final_congestion.png
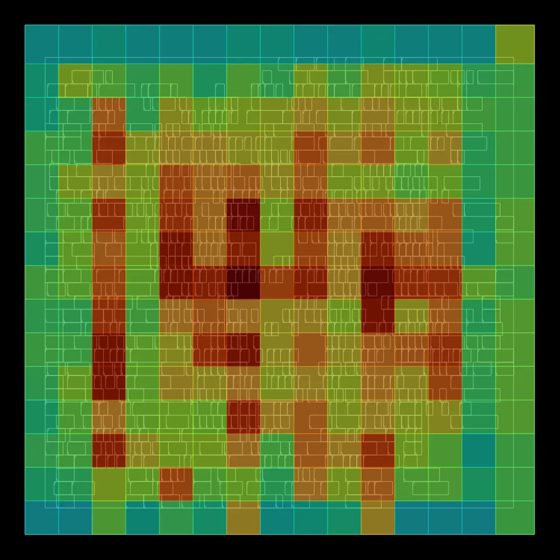
met2.png
(4 px per µm)
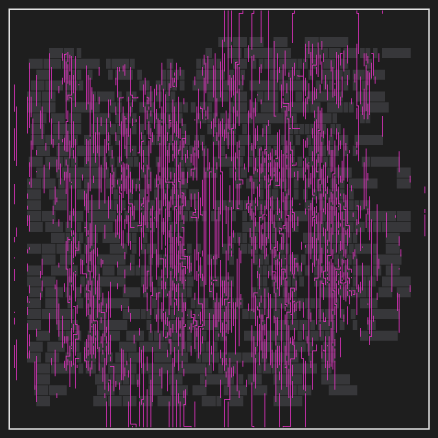
wire_density.png
(4 px per µm) The die is cut into 21 by 21 equal tiles; dark blue is low, red is high, scaled to the fullest tile. Values are wire area over tile area, all layers added.
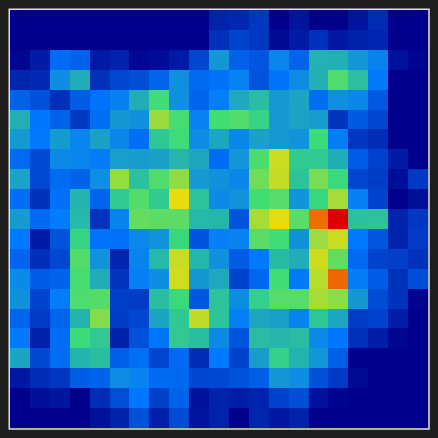
met3.png
(4 px per µm)
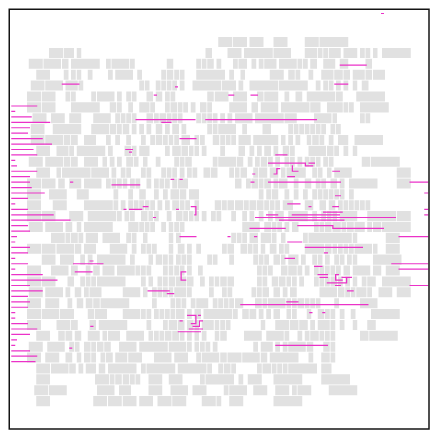
pins.png
(4 px per µm) Pins as bars across the die edge, other pins in grey.
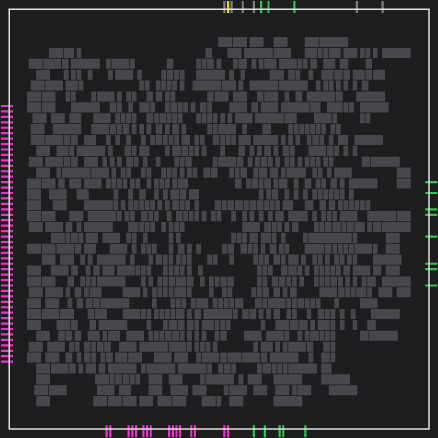
==> src/rtl/node_common.sv <==
// Shared node-level constants: voltage width, supply rails, adder width and
// the saturation bounds used by node stages.
`ifndef NODE_COMMON_SVH
`define NODE_COMMON_SVH

`define W 16
`define HI (16384)
`define LO (-16384)

`define NODE_SUM_W (`W+5)
`define NODE_SAT_MAX `HI
`define NODE_SAT_MIN `LO

`endif

==> src/rtl/node_integrator_pkg.sv <==
// Types and helpers shared by the node integrator and future node banks.
`ifndef NODE_COMMON_SVH
`include "node_common.sv"
`endif

package node_integrator_pkg;

  typedef enum logic {
    SETTLE = 1'b0,
    STABLE = 1'b1
  } node_state_t;

  localparam int CNT_W = 8;
  localparam logic [CNT_W-1:0] CNT_MAX = 8'hFF;

  function automatic logic [CNT_W-1:0] sat_inc(input logic [CNT_W-1:0] c);
    return (c == CNT_MAX) ? c : c + 8'd1;
  endfunction

endpackage

==> src/rtl/node_current_sum.sv <==
// Combinational N-input signed current adder followed by the capacitance
// shift; produces the per-cycle voltage step of one node.
`ifndef NODE_COMMON_SVH
`include "node_common.sv"
`endif

module node_current_sum #(
  parameter int N         = 4,
  parameter int CAP_SHIFT = 2
) (
  input  logic [N*`W-1:0]               i_bus,
  output logic signed [`NODE_SUM_W-1:0] delta
);

  logic signed [`NODE_SUM_W-1:0] sum;

  // Five guard bits keep sixteen full-scale contributions from wrapping.
  always_comb begin
    sum = '0;
    for (int k = 0; k < N; k++) begin
      sum = sum + {{5{i_bus[k*`W+`W-1]}}, i_bus[k*`W +: `W]};
    end
    delta = sum >>> CAP_SHIFT;
  end

endmodule

==> src/rtl/node_integrator.sv <==
// Node voltage integrator with clamp, logic level, toggle strobe and settle FSM.
// Optional macro NODE_LOGIC_HYST_EN: derive lvl from a Schmitt latch on v.
`ifndef NODE_COMMON_SVH
`include "node_common.sv"
`endif

module node_integrator
  import node_integrator_pkg::*;
#(
  parameter int N             = 4,
  parameter int CAP_SHIFT     = 2,
  parameter int SETTLE_CYCLES = 8,
  parameter int STABLE_TOL    = 1,
  parameter int INIT          = 0
) (
  input  logic                  eclk,
  input  logic                  erst,
  input  logic [N*`W-1:0]       i_bus,
  input  logic                  force_en,
  input  logic                  force_val,
  output logic signed [`W-1:0]  v,
  output logic                  lvl,
  output logic                  toggle,
  output logic                  stable
);

  localparam logic signed [`W+5:0] SAT_HI = (`W+6)'(`NODE_SAT_MAX);
  localparam logic signed [`W+5:0] SAT_LO = (`W+6)'(`NODE_SAT_MIN);
  localparam logic signed [`W-1:0] V_HI   = (`W)'(`HI);
  localparam logic signed [`W-1:0] V_LO   = (`W)'(`LO);
  localparam logic signed [`W-1:0] INIT_V = (INIT != 0) ? V_HI : V_LO;
  localparam logic signed [`NODE_SUM_W-1:0] TOL = (`NODE_SUM_W)'(STABLE_TOL);
  localparam logic [8:0] SETTLE_TGT = 9'(SETTLE_CYCLES);

  logic signed [`NODE_SUM_W-1:0] delta;
  logic signed [`W+5:0]          vn;
  logic signed [`W-1:0]          v_next;
  logic                          quiet;
  logic                          lvl_next;
  logic                          stable_next;
  logic [CNT_W-1:0]              cnt, cnt_next;
  node_state_t                   state, state_next;

  node_current_sum #(
    .N         (N),
    .CAP_SHIFT (CAP_SHIFT)
  ) u_sum (
    .i_bus (i_bus),
    .delta (delta)
  );

  // Quietness is judged on the unclamped step, so a pinned rail never settles.
  assign vn    = {{6{v[`W-1]}}, v} + {delta[`NODE_SUM_W-1], delta};
  assign quiet = !force_en && (delta <= TOL) && (delta >= -TOL);

  always_ff @(posedge eclk) begin
    if (!erst) begin
      v      <= INIT_V;
      toggle <= 1'b0;
      stable <= 1'b0;
      cnt    <= '0;
      state  <= SETTLE;
    end else begin
      v      <= v_next;
      toggle <= (lvl_next != lvl);
      stable <= stable_next;
      cnt    <= cnt_next;
      state  <= state_next;
    end
  end

  always_comb begin
    state_next = state;
    cnt_next   = cnt;
    if (force_en || !quiet) begin
      state_next = SETTLE;
      cnt_next   = '0;
    end else if (state == SETTLE) begin
      cnt_next = sat_inc(cnt);
      if (({1'b0, cnt} + 9'd1) == SETTLE_TGT) begin
        state_next = STABLE;
      end
    end
  end

  always_comb begin
    stable_next = (state_next == STABLE);
    if (force_en) begin
      v_next = force_val ? V_HI : V_LO;
    end else if (vn > SAT_HI) begin
      v_next = V_HI;
    end else if (vn < SAT_LO) begin
      v_next = V_LO;
    end else begin
      v_next = vn[`W-1:0];
    end
  end

`ifdef NODE_LOGIC_HYST_EN
  localparam logic signed [`W-1:0] TH_HI = (`W)'(`HI / 2);
  localparam logic signed [`W-1:0] TH_LO = (`W)'(`LO / 2);

  logic hyst;

  // The latch follows v_next so lvl always describes the registered v.
  always_comb begin
    lvl_next = hyst;
    if (force_en) begin
      lvl_next = force_val;
    end else if (v_next >= TH_HI) begin
      lvl_next = 1'b1;
    end else if (v_next <= TH_LO) begin
      lvl_next = 1'b0;
    end
  end

  always_ff @(posedge eclk) begin
    if (!erst) begin
      hyst <= (INIT != 0);
    end else begin
      hyst <= lvl_next;
    end
  end

  assign lvl = hyst;
`else
  assign lvl_next = ~v_next[`W-1];
  assign lvl      = ~v[`W-1];
`endif

endmodule
==> config.mk <==
export PLATFORM = sky130hd
export DESIGN_NAME = node_integrator
export DESIGN_NICKNAME = d
export VERILOG_FILES = /design/src/rtl/node_integrator_pkg.sv /design/src/rtl/node_current_sum.sv /design/src/rtl/node_integrator.sv
export VERILOG_INCLUDE_DIRS = /design/src /design/src/rtl
export SDC_FILE = /design/constraint.sdc
export NUM_CORES = 1
export LEC_CHECK = 0
export ABC_AREA = 1
export CAP_MARGIN = 15
export CORE_MARGIN = 4
export CORE_UTILIZATION = 50
export DETAILED_ROUTE_END_ITERATION = 12
export PLACE_DENSITY = 0.81
export SYNTH_ARGS = -nofsm -noshare
export SYNTH_HDL_FRONTEND = slang
export SYNTH_SLANG_ARGS = --single-unit
==> constraint.sdc <==
create_clock -name eclk -period 8.1 [get_ports eclk]
set_input_delay 1.215 -clock eclk [delete_from_list [all_inputs] [get_ports eclk]]
set_output_delay 1.215 -clock eclk [all_outputs]
set_load 0.02 [all_outputs]
==> metrics.csv <==
stage,metric,value,unit
power_and_ir_drop,leakage,3.074,nW
placed_design,dp_cells,980,
worst_setup_path,critPathBufInv,5,
synth,synthArstFlopShare,0,%
detailed_routing,dr.pass1.iters,7,
clocking,cts_resized,0,
synth,simple_gate_share,41.11,%
detailed_routing,viasPerCell,5.285,
timing,hold_viol,0,
synth,topCombFamilyByArea,simple AND/OR/NAND/NOR gates,
worst_setup_path,arrival,6960,ps
clocking,cts_root_buf,clkbuf_8,
global_routing,grt.overflow.total,0,
synth,yosys.cell_types.count,36,
timing,setup_slack,1354,ps
synth,synthXorXnorAreaFrac,4.695,%
worst_setup_path,crit_path_end,v[2],
synth,ys_sh_mux,0.6708,%
run_status,status,completed,
die,core.rowCount,34,
detailed_routing,ant_nets,0,
worst_setup_path,r2r_end,v[2],
hold_path,min_from,cnt[1],
placed_design,dpl.hpwl,10700,µm
timing,drv_slew,0,
worst_setup_path,timing.critical_path.depth,31,
clocking,cts_made_buffers,3,
-- final_congestion.png (at the start) --
gr usage total: 22.07%
layer with the highest usage: met2
GR Util met1: 25.85%
GR Layer Usage met3: 1.418%
DR WL/cell: 12.32 µm

-- met2.png (at the start) --
The layer carries 5880 µm of wire. The wires run mostly vertical. 853 nets have wire on it. The layer holds 48% of the routed length. The longest straight run is 44.2 µm.
GR Util met2: 41.65%
final wirelength: 12130 µm

-- wire_density.png (at the start) --
The densest ninth of the die: centre. The mean over all tiles is 0.18. 16% of the tiles are nearly empty. 11% of the tiles are over half the peak.
routed via count: 5200

-- met3.png (at the start) --
The layer holds 5.2% of the routed length. The layer carries 626 µm of wire. The wires run mostly horizontal. The longest straight run is 35.0 µm.

-- pins.png (at the start) --
Key: magenta = i_bus [pins 64, direction input, edge 48 west, 16 south]; green = v [pins 16, direction output, edge 8 east, 5 south, 3 north]; yellow = force_en [pins 1, direction input, edge north]
All pins by edge: 48 west, 21 south, 10 north, 8 east.
die x size: 104.6 µm
die height: 104.6 µm
number of port buffers: 86

## layout make-up
class / instances / area (µm²)
clock buffer: 3 / 41.29
clock inverter: 1 / 30.03
fill: 849 / 3183
inverter: 136 / 510.5
multi-input combinational: 624 / 3610
sequential: 26 / 520.5
tap: 108 / 135.1
timing repair buffer: 86 / 860.8
## registers in the layout (all words and copies together) (netlist names)
signal	cells
cnt	8
state	1
toggle	1
v	16
## power breakdown
| part | total (W) | switching [W] | internal, W |
|---|---|---|---|
| registers | 0.000171 | 0.0000188 | 0.000152 |
| logic | 0.00156 | 0.00101 | 0.000550 |
| clock network | 0.000110 | 0.0000442 | 0.0000662 |
## layer usage
layer,up-vias,GRT usage (%),part of all wire (%)
met5,-,0,0
met4,0,8.997,4.0
met3,41,1.418,5.2
met2,175,41.65,48
met1,2308,25.85,42
li1,2676,-,-
Power and IR drop assume default switching activity.
